Fig. 1: run 1, signal wires by layer
Drawn at 3 px/µm.
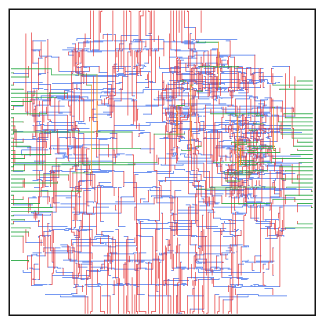
Fig. 2: run 1, routing congestion map
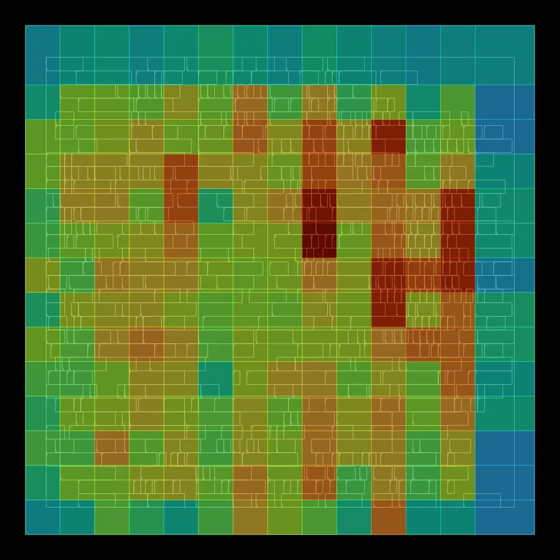
Fig. 3: run 1, the metal 3 layer
Drawn at 3 px/µm.
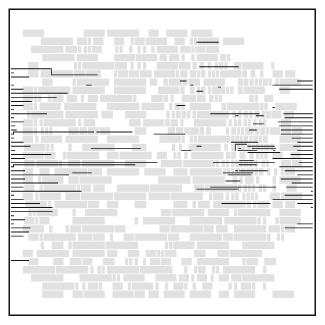
[config.mk]
export PLATFORM = sky130hd
export DESIGN_NAME = rf_wb_arbiter
export DESIGN_NICKNAME = d
export VERILOG_FILES = /design/src/rtl/rf_wb_arbiter.sv
export SDC_FILE = /design/constraint.sdc
export NUM_CORES = 1
export LEC_CHECK = 0
export ABC_AREA = 1
export ABC_CLOCK_PERIOD_IN_PS = 2400
export CAP_MARGIN = 20
export CORE_MARGIN = 4
export CORE_UTILIZATION = 46
export CTS_CLUSTER_DIAMETER = 40
export DETAILED_ROUTE_END_ITERATION = 8
export GPL_ROUTABILITY_DRIVEN = 0
export PLACE_DENSITY = 0.79
export SLEW_MARGIN = 20
export SYNTH_ARGS = -nofsm -noshare
export SYNTH_HDL_FRONTEND = slang
export SYNTH_SLANG_ARGS = --single-unit
export TNS_END_PERCENT = 10
[constraint.sdc]
create_clock -name i_clk -period 2.4 [get_ports i_clk]
set_input_delay 0.24 -clock i_clk [delete_from_list [all_inputs] [get_ports i_clk]]
set_output_delay 0.24 -clock i_clk [all_outputs]
set_load 0.1 [all_outputs]
[src/rtl/rf_wb_arbiter.sv]
// Register-file write-port arbiter: pipeline writeback has absolute priority, and MDU results
// queue in a small FIFO that drains on idle cycles. Queued destinations drive decode hazard flags.
module rf_wb_arbiter #(
  parameter int unsigned DEPTH      = 2,
  parameter int unsigned STARVE_MAX = 4
) (
  input  logic        i_clk,
  input  logic        i_rst_n,
  input  logic        i_pipe_valid,
  input  logic [4:0]  i_pipe_rd,
  input  logic [31:0] i_pipe_wd,
  input  logic        i_mdu_valid,
  output logic        o_mdu_ready,
  input  logic [4:0]  i_mdu_rd,
  input  logic [31:0] i_mdu_wd,
  input  logic [4:0]  i_rs1,
  input  logic [4:0]  i_rs2,
  output logic        o_rs1_pend,
  output logic        o_rs2_pend,
  output logic        o_wb_stall,
  output logic        o_rf_we,
  output logic [4:0]  o_rf_ad,
  output logic [31:0] o_rf_wd
);

  localparam int unsigned AW = $clog2(DEPTH);
  localparam int unsigned SW = $clog2(STARVE_MAX + 1);
  localparam logic [AW:0]   LP_FULL   = (AW + 1)'(DEPTH);
  localparam logic [SW-1:0] LP_STARVE = SW'(STARVE_MAX);

  logic [4:0]       r_rd_mem [DEPTH];
  logic [31:0]      r_wd_mem [DEPTH];
  logic [DEPTH-1:0] r_vld;
  logic [AW-1:0]    r_wr_ptr;
  logic [AW-1:0]    r_rd_ptr;
  logic [AW:0]      r_count;
  logic [SW-1:0]    r_starve;

  logic             w_empty;
  logic             w_full;
  logic             w_pipe_req;
  logic             w_fifo_req;
  logic             w_pop;
  logic             w_push;
  logic [DEPTH-1:0] w_vld_d;
  logic             w_rs1_hit;
  logic             w_rs2_hit;

  assign w_empty    = (r_count == '0);
  assign w_full     = (r_count == LP_FULL);
  assign w_pipe_req = i_pipe_valid && (i_pipe_rd != 5'd0);
  assign w_fifo_req = !w_empty;
  assign w_pop      = w_fifo_req && !w_pipe_req;
  // Handshakes with rd==0 complete but are not stored, so x0 is never written.
  assign w_push     = i_mdu_valid && o_mdu_ready && (i_mdu_rd != 5'd0);

  assign o_mdu_ready = !w_full && i_rst_n;
  assign o_wb_stall  = (r_starve == LP_STARVE) && i_rst_n;

  always_comb begin
    w_vld_d = r_vld;
    if (w_pop)  w_vld_d[r_rd_ptr] = 1'b0;
    if (w_push) w_vld_d[r_wr_ptr] = 1'b1;
  end

  always_ff @(posedge i_clk) begin
    if (!i_rst_n) begin
      r_vld    <= '0;
      r_wr_ptr <= '0;
      r_rd_ptr <= '0;
      r_count  <= '0;
      r_starve <= '0;
    end else begin
      r_vld <= w_vld_d;
      if (w_push) r_wr_ptr <= r_wr_ptr + AW'(1);
      if (w_pop)  r_rd_ptr <= r_rd_ptr + AW'(1);
      if (w_push && !w_pop)      r_count <= r_count + (AW + 1)'(1);
      else if (w_pop && !w_push) r_count <= r_count - (AW + 1)'(1);
      if (w_pop || w_empty)                                r_starve <= '0;
      else if (w_pipe_req && (r_starve != LP_STARVE))      r_starve <= r_starve + SW'(1);
    end
  end

  always_ff @(posedge i_clk) begin
    if (w_push) begin
      r_rd_mem[r_wr_ptr] <= i_mdu_rd;
      r_wd_mem[r_wr_ptr] <= i_mdu_wd;
    end
  end

  // The head being popped still flags: the regfile writes at negedge, after decode samples.
  always_comb begin
    w_rs1_hit = 1'b0;
    w_rs2_hit = 1'b0;
    for (int i = 0; i < DEPTH; i++) begin
      if (r_vld[i] && (r_rd_mem[i] == i_rs1)) w_rs1_hit = 1'b1;
      if (r_vld[i] && (r_rd_mem[i] == i_rs2)) w_rs2_hit = 1'b1;
    end
  end

  assign o_rs1_pend = w_rs1_hit && (i_rs1 != 5'd0) && i_rst_n;
  assign o_rs2_pend = w_rs2_hit && (i_rs2 != 5'd0) && i_rst_n;

  always_comb begin
    o_rf_we = 1'b0;
    o_rf_ad = 5'd0;
    o_rf_wd = 32'd0;
    if (i_rst_n) begin
      if (w_pipe_req) begin
        o_rf_we = 1'b1;
        o_rf_ad = i_pipe_rd;
        o_rf_wd = i_pipe_wd;
      end else if (w_fifo_req) begin
        o_rf_we = 1'b1;
        o_rf_ad = r_rd_mem[r_rd_ptr];
        o_rf_wd = r_wd_mem[r_rd_ptr];
      end
    end
  end

endmodule

==> results_tabular.tex, run 1 <==
% Table of physical implementation metrics
\begin{tabular}{lr}
\hline
Metric & Value \\
\hline
\multicolumn{2}{l}{\textbf{Drt}} \\
Detailed-route via count & approximately 3.3k \\
Top routing layer used & met4 \\
Drt first-iter violations & about 130 \\
Wire per inst & between 15 and 20 µm \\
Avg Vias per Cell & 5.15 \\
\multicolumn{2}{l}{\textbf{Hold path}} \\
Type of the most critical hold path & primary input to register \\
Beginning of the worst hold path & i\_mdu\_wd[18] \\
\multicolumn{2}{l}{\textbf{Pwr}} \\
Power group with the largest share & registers \\
Cell Pwr Density & $\sim$740 mW/mm² \\
Share of power burned in registers & between 30\% and 40\% \\
Max IR drop VDD & $\sim$0.00057 V \\
Clock network power share & 23.5\% \\
\multicolumn{2}{l}{\textbf{GRT}} \\
Global-route wire length before repair & 15.7 mm \\
Global-route congestion overflow total & 0 \\
Initial antenna violation count & 0 \\
\multicolumn{2}{l}{\textbf{Die}} \\
Floorplan row count & 33 \\
N\_taps & around 110 \\
Starting Density & between 40 and 50\% \\
DIE AREA & between 0.01 and 0.015 mm² \\
Die x size & about 100 µm \\
Total core area & 0.00838 mm² \\
\multicolumn{2}{l}{\textbf{Finish}} \\
Summed area of non-filler cells in the final layout & 0.00615 mm² \\
Commonest cells after routing, fill and taps aside & nand2\_1, clkdlybuf4s50\_1, edfxtp\_1, buf\_12, nor2\_1 \\
Proportion of cell area occupied by multi-input gates & 22.9\% \\
MI comb area & 0.00141 mm² \\
Seq/total area & between 30\% and 40\% \\
Largest cell class by area & registers \\
FF/Latch Area & approximately 0.0024 mm² \\
Final antenna diode count & 0 \\
Total number of multi-input combinational cells & 271 \\
\multicolumn{2}{l}{\textbf{Placement}} \\
Placed wire-length estimate & roughly 7.6 mm \\
Worst setup slack after placement & between 150 and 200 ps \\
\multicolumn{2}{l}{\textbf{Final timing}} \\
Worst Tran Pin Value & approximately 350 ps \\
Final-layout worst hold slack & approximately 480 ps \\
Final Hold Viols & 0 \\
Period utilization & about 90\% \\
\multicolumn{2}{l}{\textbf{Critical path}} \\
Max stage delay cell, worst path & clkdlybuf4s50\_1 \\
Critical R2R Launch & r\_count[1] \\
Worst-path fanout max & 17 \\
Endpoint class of the critical path & output port \\
Register-to-register setup slack & approximately 600 ps \\
Crit path depth & 10 \\
Worst Path Arrival & between 1500 and 2000 ps \\
Kind of critical path & primary input to output port \\
\multicolumn{2}{l}{\textbf{Synth}} \\
Commonest flop & edfxtp\_1 \\
Post-synth tally of flip-flops with integrated enable & around 74 \\
Basic Gates by Area & between 20\% and 30\% \\
Syn Area/Cell & 10.1 µm² \\
Area fraction in xor and xnor cells & less than 1\% \\
Unique cell type count in the Yosys netlist & 21 \\
Area fraction in compound gates & under 10\% \\
Mux cell area share after synthesis & approximately 9\% \\
Synth Register Bits & approximately 84 \\
Tally of yosys warning messages & 0 \\
\multicolumn{2}{l}{\textbf{CTS}} \\
Clock latency reported for the late side of the worst-skew pair & 340 ps \\
Clock slew seen by the registers of the worst setup and hold paths & about 80 ps \\
TritonCTS clock tree & yes \\
Number of buffers inserted by hold repair at cts & 0 \\
\multicolumn{2}{l}{\textbf{Run status}} \\
Result of the run & finished, final reports clean \\
\multicolumn{2}{l}{\textbf{Flow run}} \\
\# Max-Cap Violations & 0 \\
\hline
\end{tabular}
Back to the opening pictures, Fig. 1:
legend:
  blue:
    layer: metal 1
    wire_length: 3870 µm
  green:
    layer: metal 3
    wire_length: 885 µm
  red:
    layer: metal 2
    wire_length: 5040 µm
  orange:
    layer: metal 4
    wire_length: 133 µm

Back to the opening pictures, Fig. 2:
GRT Max-Usage Layer: met2
met2 Use GR: 34.7%
met1 Resource Use GR: 23.0%
gr usage total: 19.5%

Back to the opening pictures, Fig. 3:
share of all routed wire: 8.9%
main direction: horizontal
wire length on this layer: 885 µm

## Run 2: what changed since run 1
--- a/config.mk
+++ b/config.mk
@@ -7,13 +7,13 @@
 export LEC_CHECK = 0
 export ABC_AREA = 1
 export ABC_CLOCK_PERIOD_IN_PS = 2400
-export CAP_MARGIN = 20
+export CAP_MARGIN = 40
 export CORE_MARGIN = 4
-export CORE_UTILIZATION = 46
+export CORE_UTILIZATION = 40
 export CTS_CLUSTER_DIAMETER = 40
 export DETAILED_ROUTE_END_ITERATION = 8
 export GPL_ROUTABILITY_DRIVEN = 0
-export PLACE_DENSITY = 0.79
+export PLACE_DENSITY = 0.7
 export SLEW_MARGIN = 20
 export SYNTH_ARGS = -nofsm -noshare
 export SYNTH_HDL_FRONTEND = slang
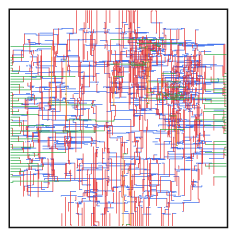
Fig. 4. Signal wires by layer (run 2).
Drawn at 2 px/µm.
legend:
  red:
    layer: metal 2
    wire_length: 4940 µm
  orange:
    layer: metal 4
    wire_length: 207 µm
  green:
    layer: metal 3
    wire_length: 921 µm
  blue:
    layer: metal 1
    wire_length: 3970 µm

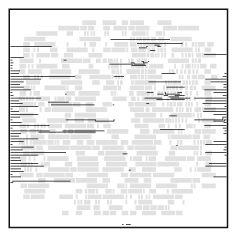
Fig. 5. The metal 3 layer (run 2).
Drawn at 2 px/µm.
wire length on this layer: 921 µm
longest straight run: 32.0 µm
main direction: horizontal
nets with wire on the layer: 106

==> run 2 against run 1 <==
  * Critical path depth unchanged
  * Global-route usage fell by 1.7 points
  * Combinational power is essentially flat
  * Highest routed layer unchanged
  * Utilization down 10 points
  * Critical endpoint is now o_rf_wd[28]
  * Non-clock buffer count decreased by 1
  * Via count decreased by 3.0%
  * Clock skew is 3.6 ps lower
  * Count of clock-buffer cells in the layout decreased by 1
  * Largest power group unchanged
  * Synthesized cell count stayed put
  * Clock power barely moved
  * Final cell count up 4.0%
  * Area after synthesis stayed put
==> results_tabular.tex, run 2 <==
% Table of physical implementation metrics
\begin{tabular}{lr}
\hline
Metric & Value \\
\hline
\multicolumn{2}{l}{\textbf{Run status}} \\
Result of the run & finished, final reports clean \\
\multicolumn{2}{l}{\textbf{Finish}} \\
FF/Latch Area & around 0.0024 mm² \\
Seq/total area & 39.4\% \\
Largest cell class by area & registers \\
Total number of multi-input combinational cells & 271 \\
MI comb area & approximately 0.0014 mm² \\
Summed area of non-filler cells in the final layout & a little over 0.006 mm² \\
Proportion of cell area occupied by multi-input gates & between 20\% and 30\% \\
Final antenna diode count & 0 \\
\multicolumn{2}{l}{\textbf{CTS}} \\
Clock slew seen by the registers of the worst setup and hold paths & 80 ps \\
Number of buffers inserted by hold repair at cts & 0 \\
Clock latency reported for the late side of the worst-skew pair & roughly 340 ps \\
\multicolumn{2}{l}{\textbf{Pwr}} \\
Max IR drop VDD & roughly 0.00035 V \\
Clock network power share & a little under a quarter \\
Share of power burned in registers & about 39\% \\
\multicolumn{2}{l}{\textbf{Critical path}} \\
Register-to-register setup slack & $\sim$550 ps \\
Kind of critical path & primary input to output port \\
Max stage delay cell, worst path & clkdlybuf4s50\_1 \\
Crit path depth & 10 \\
\multicolumn{2}{l}{\textbf{Die}} \\
Starting Density & around two fifths \\
N\_taps & around 130 \\
Die x size & roughly 110 µm \\
\multicolumn{2}{l}{\textbf{Final timing}} \\
Final Hold Viols & 0 \\
Period utilization & between 90 and 100\% \\
Final-layout worst hold slack & about 470 ps \\
\multicolumn{2}{l}{\textbf{Drt}} \\
Wire per inst & $\sim$15 µm \\
Avg Vias per Cell & around 4.8 \\
Drt first-iter violations & between 150 and 200 \\
Top routing layer used & met4 \\
\multicolumn{2}{l}{\textbf{GRT}} \\
Global-route wire length before repair & 16.2 mm \\
Initial antenna violation count & 0 \\
GRT Max-Usage Layer & met2 \\
Met1 Resource Use GR & between 20 and 25\% \\
Global-route congestion overflow total & 0 \\
\multicolumn{2}{l}{\textbf{Hold path}} \\
Type of the most critical hold path & primary input to register \\
\multicolumn{2}{l}{\textbf{Synth}} \\
Tally of yosys warning messages & 0 \\
Unique cell type count in the Yosys netlist & 21 \\
Post-synth tally of flip-flops with integrated enable & about 74 \\
Mux cell area share after synthesis & a little under 9\% \\
Area fraction in xor and xnor cells & 0.435\% \\
Basic Gates by Area & 20.7\% \\
Area fraction in compound gates & 3.98\% \\
Synth Register Bits & 84 \\
Commonest flop & edfxtp\_1 \\
\multicolumn{2}{l}{\textbf{Placement}} \\
Placed wire-length estimate & around 7.7 mm \\
\hline
\end{tabular}
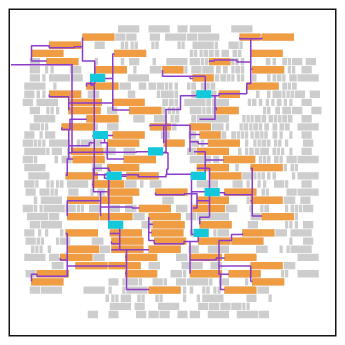
Fig. 6. Clock distribution (run 2).
Drawn at 3 px/µm.
legend:
  orange:
    item: flip-flops
    count: 84
  cyan:
    item: clock drivers
    count: 9
  purple:
    item: clock wires
    length: 902 µm
routed clock nets: 10

No activity file was given, so power comes from the tool's default toggle rates.
